## src/rtl/ahb_apb_pkg.sv

```systemverilog
// Shared types and bus encodings for the parametrised AHB-Lite to APB3 bridge.
// Bridge FSM states, HTRANS codes and HRESP values.
package ahb_apb_pkg;

    typedef enum logic [2:0] {
        IDLE,
        LATCH,
        SETUP,
        ACCESS,
        RESP,
        ERR1,
        ERR2
    } state_t;

    localparam logic [1:0] HTRANS_IDLE   = 2'b00;
    localparam logic [1:0] HTRANS_BUSY   = 2'b01;
    localparam logic [1:0] HTRANS_NONSEQ = 2'b10;
    localparam logic [1:0] HTRANS_SEQ    = 2'b11;

    localparam logic [1:0] HRESP_OKAY  = 2'b00;
    localparam logic [1:0] HRESP_ERROR = 2'b01;

    function automatic logic is_accept_state(input state_t s);
        return (s == IDLE) || (s == RESP) || (s == ERR2);
    endfunction

endpackage

```

## src/rtl/apb_addr_decoder.sv

```systemverilog
// Combinational APB window decoder: maps HADDR onto contiguous equal-size slave windows.
// Zero latency; no flow control.
module apb_addr_decoder #(
    parameter int              ADDR_W        = 32,
    parameter int              NUM_SLV       = 3,
    parameter logic [ADDR_W-1:0] SLV_BASE    = 32'h8000_0000,
    parameter int              SLV_SIZE_LOG2 = 12
) (
    input  logic [ADDR_W-1:0]  haddr,
    output logic               hit,
    output logic [NUM_SLV-1:0] sel
);

    logic [ADDR_W-1:0] off;
    logic [ADDR_W-1:0] idx;

    always_comb begin
        off = haddr - SLV_BASE;
        idx = off >> SLV_SIZE_LOG2;
        hit = (haddr >= SLV_BASE) && (idx < ADDR_W'(NUM_SLV));
        sel = '0;
        for (int i = 0; i < NUM_SLV; i++) begin
            sel[i] = hit && (idx == ADDR_W'(i));
        end
    end

endmodule

```

## src/rtl/ahb_apb_bridge_p.sv

```systemverilog
// AHB-Lite slave to APB3 master bridge, one outstanding transfer, all outputs registered.
// Latency: SETUP two cycles after the address phase, RESP after the PREADY cycle; AHB is held
// with HREADY_OUT low until APB completes. Optional ACCESS timeout under APB_TIMEOUT_EN.
module ahb_apb_bridge_p
    import ahb_apb_pkg::*;
#(
    parameter int                ADDR_W        = 32,
    parameter int                DATA_W        = 32,
    parameter int                NUM_SLV       = 3,
    parameter logic [ADDR_W-1:0] SLV_BASE      = 32'h8000_0000,
    parameter int                SLV_SIZE_LOG2 = 12,
    parameter int                TIMEOUT_CYC   = 16
) (
    input  logic               HCLK,
    input  logic               HRESETn,
    input  logic               HSEL,
    input  logic [1:0]         HTRANS,
    input  logic [ADDR_W-1:0]  HADDR,
    input  logic               HWRITE,
    input  logic [DATA_W-1:0]  HWDATA,
    input  logic               HREADYin,
    output logic               HREADY_OUT,
    output logic [1:0]         HRESP,
    output logic [DATA_W-1:0]  HRDATA,
    output logic [NUM_SLV-1:0] PSELx,
    output logic               PENABLE,
    output logic               PWRITE,
    output logic [ADDR_W-1:0]  PADDR,
    output logic [DATA_W-1:0]  PWDATA,
    input  logic [DATA_W-1:0]  PRDATA,
    input  logic               PREADY,
    input  logic               PSLVERR
);

    state_t               state_q, state_d;
    logic                 hit_q, hit_d;
    logic [NUM_SLV-1:0]   sel_q, sel_d;
    logic [NUM_SLV-1:0]   psel_q, psel_d;
    logic                 penable_q, penable_d;
    logic                 pwrite_q, pwrite_d;
    logic [ADDR_W-1:0]    paddr_q, paddr_d;
    logic [DATA_W-1:0]    pwdata_q, pwdata_d;
    logic [DATA_W-1:0]    hrdata_q, hrdata_d;
    logic                 hready_q, hready_d;
    logic [1:0]           hresp_q, hresp_d;

    logic                 dec_hit;
    logic [NUM_SLV-1:0]   dec_sel;
    logic                 accept;
    logic                 tmo_hit;
    logic                 htrans_seq_unused;

    assign htrans_seq_unused = HTRANS[0];

    apb_addr_decoder #(
        .ADDR_W        (ADDR_W),
        .NUM_SLV       (NUM_SLV),
        .SLV_BASE      (SLV_BASE),
        .SLV_SIZE_LOG2 (SLV_SIZE_LOG2)
    ) u_dec (
        .haddr (HADDR),
        .hit   (dec_hit),
        .sel   (dec_sel)
    );

`ifdef APB_TIMEOUT_EN
    localparam int               TMO_W    = $clog2(TIMEOUT_CYC + 1);
    localparam logic [TMO_W-1:0] TMO_LAST = TMO_W'(TIMEOUT_CYC - 1);

    logic [TMO_W-1:0] tmo_cnt_q, tmo_cnt_d;

    // Counter is zero whenever not in ACCESS, so it starts clean on every entry.
    always_comb begin
        tmo_cnt_d = '0;
        if (state_q == ACCESS && !PREADY) begin
            tmo_cnt_d = tmo_cnt_q + TMO_W'(1);
        end
        tmo_hit = (state_q == ACCESS) && !PREADY && (tmo_cnt_q == TMO_LAST);
    end

    always_ff @(posedge HCLK) begin
        if (!HRESETn) begin
            tmo_cnt_q <= '0;
        end else begin
            tmo_cnt_q <= tmo_cnt_d;
        end
    end
`else
    logic [31:0] tmo_cfg_unused;
    assign tmo_cfg_unused = 32'(TIMEOUT_CYC);
    assign tmo_hit        = 1'b0;
`endif

    always_comb begin
        state_d  = state_q;
        hit_d    = hit_q;
        sel_d    = sel_q;
        pwrite_d = pwrite_q;
        paddr_d  = paddr_q;
        pwdata_d = pwdata_q;
        hrdata_d = hrdata_q;

        accept = HSEL && HREADYin && HTRANS[1] && is_accept_state(state_q);

        case (state_q)
            IDLE:    if (accept) state_d = LATCH;
            LATCH: begin
                if (pwrite_q) pwdata_d = HWDATA;
                state_d = hit_q ? SETUP : ERR1;
            end
            SETUP:   state_d = ACCESS;
            ACCESS: begin
                if (PREADY) begin
                    state_d = PSLVERR ? ERR1 : RESP;
                    if (!pwrite_q) hrdata_d = PRDATA;
                end else if (tmo_hit) begin
                    state_d = ERR1;
                end
            end
            RESP:    state_d = accept ? LATCH : IDLE;
            ERR1:    state_d = ERR2;
            ERR2:    state_d = accept ? LATCH : IDLE;
            default: state_d = IDLE;
        endcase

        // Address-phase capture; PADDR may move while PSELx is low, it is stable from SETUP on.
        if (accept) begin
            hit_d    = dec_hit;
            sel_d    = dec_sel;
            paddr_d  = HADDR;
            pwrite_d = HWRITE;
        end

        hready_d  = is_accept_state(state_d);
        hresp_d   = (state_d == ERR1 || state_d == ERR2) ? HRESP_ERROR : HRESP_OKAY;
        psel_d    = (state_d == SETUP || state_d == ACCESS) ? sel_q : '0;
        penable_d = (state_d == ACCESS);
    end

    always_ff @(posedge HCLK) begin
        if (!HRESETn) begin
            state_q   <= IDLE;
            hit_q     <= 1'b0;
            sel_q     <= '0;
            psel_q    <= '0;
            penable_q <= 1'b0;
            pwrite_q  <= 1'b0;
            paddr_q   <= '0;
            pwdata_q  <= '0;
            hrdata_q  <= '0;
            hready_q  <= 1'b1;
            hresp_q   <= HRESP_OKAY;
        end else begin
            state_q   <= state_d;
            hit_q     <= hit_d;
            sel_q     <= sel_d;
            psel_q    <= psel_d;
            penable_q <= penable_d;
            pwrite_q  <= pwrite_d;
            paddr_q   <= paddr_d;
            pwdata_q  <= pwdata_d;
            hrdata_q  <= hrdata_d;
            hready_q  <= hready_d;
            hresp_q   <= hresp_d;
        end
    end

    assign HREADY_OUT = hready_q;
    assign HRESP      = hresp_q;
    assign HRDATA     = hrdata_q;
    assign PSELx      = psel_q;
    assign PENABLE    = penable_q;
    assign PWRITE     = pwrite_q;
    assign PADDR      = paddr_q;
    assign PWDATA     = pwdata_q;

endmodule

```

## config.mk

```make
export PLATFORM = sky130hd
export DESIGN_NAME = ahb_apb_bridge_p
export DESIGN_NICKNAME = d
export VERILOG_FILES = /design/src/rtl/ahb_apb_pkg.sv /design/src/rtl/apb_addr_decoder.sv /design/src/rtl/ahb_apb_bridge_p.sv
export SDC_FILE = /design/constraint.sdc
export NUM_CORES = 1
export LEC_CHECK = 0
export ABC_AREA = 1
export CELL_PAD_IN_SITES_DETAIL_PLACEMENT = 2
export CELL_PAD_IN_SITES_GLOBAL_PLACEMENT = 2
export CORE_MARGIN = 3
export CORE_UTILIZATION = 21
export DETAILED_ROUTE_END_ITERATION = 8
export PLACE_DENSITY = 0.8
export SKIP_LAST_GASP = 1
export SLEW_MARGIN = 15
export SYNTH_ARGS = -nofsm -noshare
export SYNTH_HDL_FRONTEND = slang
export SYNTH_HIERARCHICAL = 1
export SYNTH_SLANG_ARGS = --single-unit
```

## constraint.sdc

```tcl
create_clock -name HCLK -period 1.4 [get_ports HCLK]
set_input_delay 0.28 -clock HCLK [delete_from_list [all_inputs] [get_ports HCLK]]
set_output_delay 0.28 -clock HCLK [all_outputs]
set_load 0.05 [all_outputs]
```

### Metal 1, run 1

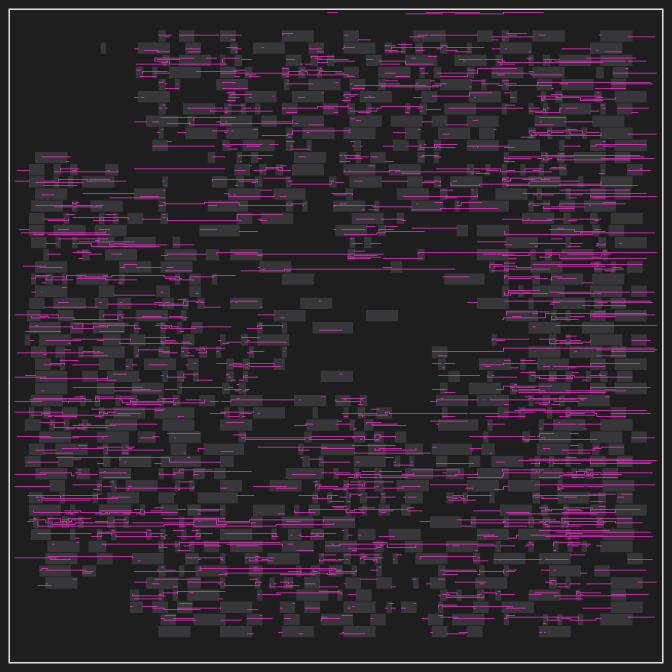
longest straight run: 53.4 um
share of all routed wire: 39%
nets with wire on the layer: 763

### M2 wires, run 1

The bar under the picture is 50 um long.
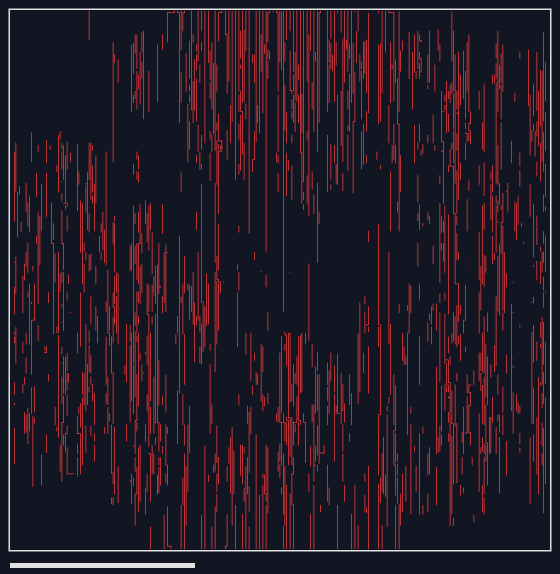
nets with wire on the layer: 781
wire length on this layer: 9430 um
longest straight run: 81.2 um
main direction: vertical

==> run summary, run 1 <==
run metrics: Largest stage delay, worst path=0.36 ns, Top logic family=simple AND/OR/NAND/NOR gates, routed len/inst=17.32 um, reg2reg setup slack=0.04 ns, Syn Std Cell Area=4110 um^2, Synth Seq Share=0.5358, Bufs and invs on worst path=3, Placement Setup Slack=-0.3793 ns, clock tree buffer depth=2, delay-heaviest family, CP=buffers and inverters, most frequent cells in the layout=buf_12 (109), dfxtp_1 (108), clkdlybuf4s50_1 (101), nor2_1 (82), nand2_1 (72), post-CTS setup buffers=0, top cells by count=dfxtp_1 (110), nor2_1 (82), nand2_1 (79), R2R cell count=8, Setup TNS Final=0 ns, Clock Power=2.51 mW, met2 usage in global routing=0.2924, Syn Inst Count=524, final wirelength=17.37 mm, DR top layer=met4, DP Area=7575 um^2, largest net degree at the start of global routing=65, Core Util at FP=0.2168, critical path capture point=PADDR[31]$_SDFFE_PN0P_, die x size=145.9 um, Root Driver=clkbuf_16, diode count=0, outcome=finished clean, setup ws final=0.04254 ns, Seq group=3.25 mW, reg2reg end=PADDR[31]$_SDFFE_PN0P_, logic share of the area=0.2004, max cap viols=0, cells along the critical path=buf_6, nor2_4, nand2_2, nor2_4, buf_12, buf_6, nand2_1, a21oi_1, biggest area cells=dfxtp_1 (54%), a21oi_1 (8.6%), nor2_1 (7.5%), mean post-synth cell area=7.844 um^2, Port Buffer Count=206, Max rail drop VDD=0.5057 mV, Total Power=6.868 mW, unrepaired setup endpoints after global routing=yes, reg-to-reg startpoint=state_q[0]$_SDFF_PN0_, DRT Pass-1 Iters=4, slowest CP cell=dfxtp_4, fin area=8066 um^2, Crit Path Max Fanout=8, #MultiIn Comb=328, Layout fillers=1999, met3 usage=0.04204, initial DRC count=112, CTS tree=yes, met2 routed WL=9.428 mm, yosys aoi share=0.1717, Setup crit start=state_q[0]$_SDFF_PN0_, clock share of power=0.365, Vias=4314, Pwr top=sequential cells, Sw Ratio=0.2655, mux cell area share after synthesis=0, CTS buffer count=9, Yosys Instances=524, nonclk buf count=235, grt peak-use layer=met2, post-CTS sizing=3, GRT overflow=0, pwr/cell area=851.4 nW/um^2, DIE AREA=21290 um^2, Reg power frac=0.474, hold path startpoint=HADDR[25], initial antenna violation count=0, number of global-route vias before repair=4830, Simple-Gate Area Share=0.1933, clk sink count=110, clock-pin slew on the worst setup and hold paths=0.08 ns, critical setup path kind=flop to flop, largest area contributor in the netlist=dfxtp_1, CP Capture Type=flop, Vias per Instance=4.301, non-filler cells in the finished layout=1003, H-tree levels=3, GPL Wtd Cong=0.7919, met1 Resource Use GR=0.1724, FP Rows=50, top cell category=non-clock buffers, Gate Area=1617 um^2, Crit path required time=1.67 ns, Logic pwr share=0.161, layout net count=843, Final Slew Violations=0, EDFF count, synth=0, Seq area share=0.2736, wire length on met1=6.819 mm, #FFs+latches synth=110, clk latency late pin=0.35 ns, Leak=2.978 nW, XORs/XNORs by Area=0, Yosys Warn Count=6, Worst path depth=8, post-layout period usage=0.9696, P_comb=1.11 mW, Core ar.=18960 um^2, Int Pwr=5.045 mW, post-DP HPWL=13.42 mm, I/O pins=209, GRT Total Usage=0.1547, final core occ=0.4255, DR WL met3=995 um, first-pass GRT wire length=26.63 mm, hold slack final=0.2546 ns, worst min-delay path class=primary input to flop, post-layout minimum cycle time=1.357 ns, Worst EP arrival=1.63 ns, Final ANT Viol Nets=0, clk_skew=0.008664 ns, Hold EP=PADDR[25]$_SDFFE_PN0P_, Top cell area share=0.5358, most frequent logic cell in the layout=buf_12, Tool Warnings=28, register area=2207 um^2, Synth Flop Type=dfxtp_1, die height=145.9 um, clk tree area frac=0.03521, Cell variety after synth=23, non-clock buffer share of cell area=0.4247, Setup violations, final=0, Residual DRC=0
### Metal 3, run 1

The bar under the picture is 50 um long.
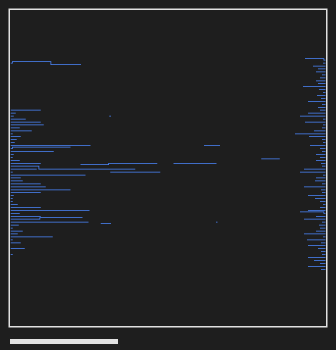
share of all routed wire: 5.7%
main direction: horizontal
longest straight run: 44.4 um
nets with wire on the layer: 123

==> run 2: changes to the inputs <==
- MAX_ROUTING_LAYER: default -> met4
- RECOVER_POWER: default -> 100
==> run 2 against run 1 <==
Effect of this change: synthesized area unchanged; fmax down 0.42%; hold slack better by 0.19 ns; critical endpoint is now PADDR[18]$_SDFFE_PN0P_; largest cell class is now registers; highest routed layer unchanged.
==> run summary, run 2 <==
run metrics: #FFs+latches synth=110, diode count=0, mux cell area share after synthesis=0, Top cell area share=0.5358, Worst path depth=9, GPL Wtd Cong=0.8031, DR top layer=met4, H-tree levels=3, FP Rows=50, most frequent logic cell in the layout=dfxtp_1, yosys aoi share=0.1717, number of global-route vias before repair=4845, critical setup path kind=primary input to flop, Core ar.=18960 um^2, die height=145.9 um, clk tree area frac=0.04372, max cap viols=0, Vias per Instance=4.283, unrepaired setup endpoints after global routing=yes, DRT Pass-1 Iters=4, XORs/XNORs by Area=0, Tool Warnings=28, DIE AREA=21290 um^2, Seq area share=0.3394, Vias=4296, non-filler cells in the finished layout=1003, clock tree buffer depth=2, outcome=finished clean, layout net count=843, EDFF count, synth=0, Bufs and invs on worst path=4, reg2reg end=PADDR[18]$_SDFFE_PN0P_, cells along the critical path=clkdlybuf4s50_1, inv_1, nor2_4, nand2_2, nor2_4, buf_12, clkbuf_16, nand2_1, a21oi_2, top cell category=registers, met2 routed WL=9.408 mm, Clock Power=2.52 mW, delay-heaviest family, CP=buffers and inverters, P_comb=0.949 mW, Layout fillers=2141, Sw Ratio=0.2693, Final Slew Violations=0, Residual DRC=0, Seq group=3.22 mW, post-CTS setup buffers=0, initial antenna violation count=0, Setup crit start=HREADYin, GRT Total Usage=0.1594, post-DP HPWL=13.42 mm, GRT overflow=0, met2 usage in global routing=0.2908, most frequent cells in the layout=dfxtp_1 (108), clkdlybuf4s50_1 (102), clkbuf_2 (102), nor2_1 (82), nand2_1 (77), Yosys Instances=524, Syn Inst Count=524, Total Power=6.691 mW, met1 Resource Use GR=0.1760, clk latency late pin=0.35 ns, Worst EP arrival=1.64 ns, first-pass GRT wire length=26.59 mm, largest net degree at the start of global routing=65, reg-to-reg startpoint=state_q[0]$_SDFF_PN0_, final core occ=0.3427, die x size=145.9 um, Root Driver=clkbuf_16, Gate Area=1598 um^2, clock-pin slew on the worst setup and hold paths=0.08 ns, DR WL met3=924 um
### Metal 3, run 2

The bar under the picture is 50 um long.
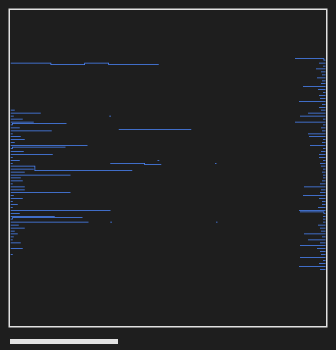
nets with wire on the layer: 123
share of all routed wire: 5.2%
main direction: horizontal
wire length on this layer: 925 um

### Clock wiring as the flow saved it, run 2

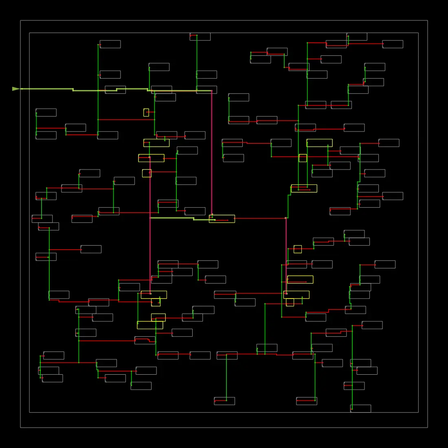
clk_skew: 0.009884 ns
clkbuf count: 10
clk sink count: 110
CTS buffer count: 9

Power is estimated from default activity; no workload was simulated.
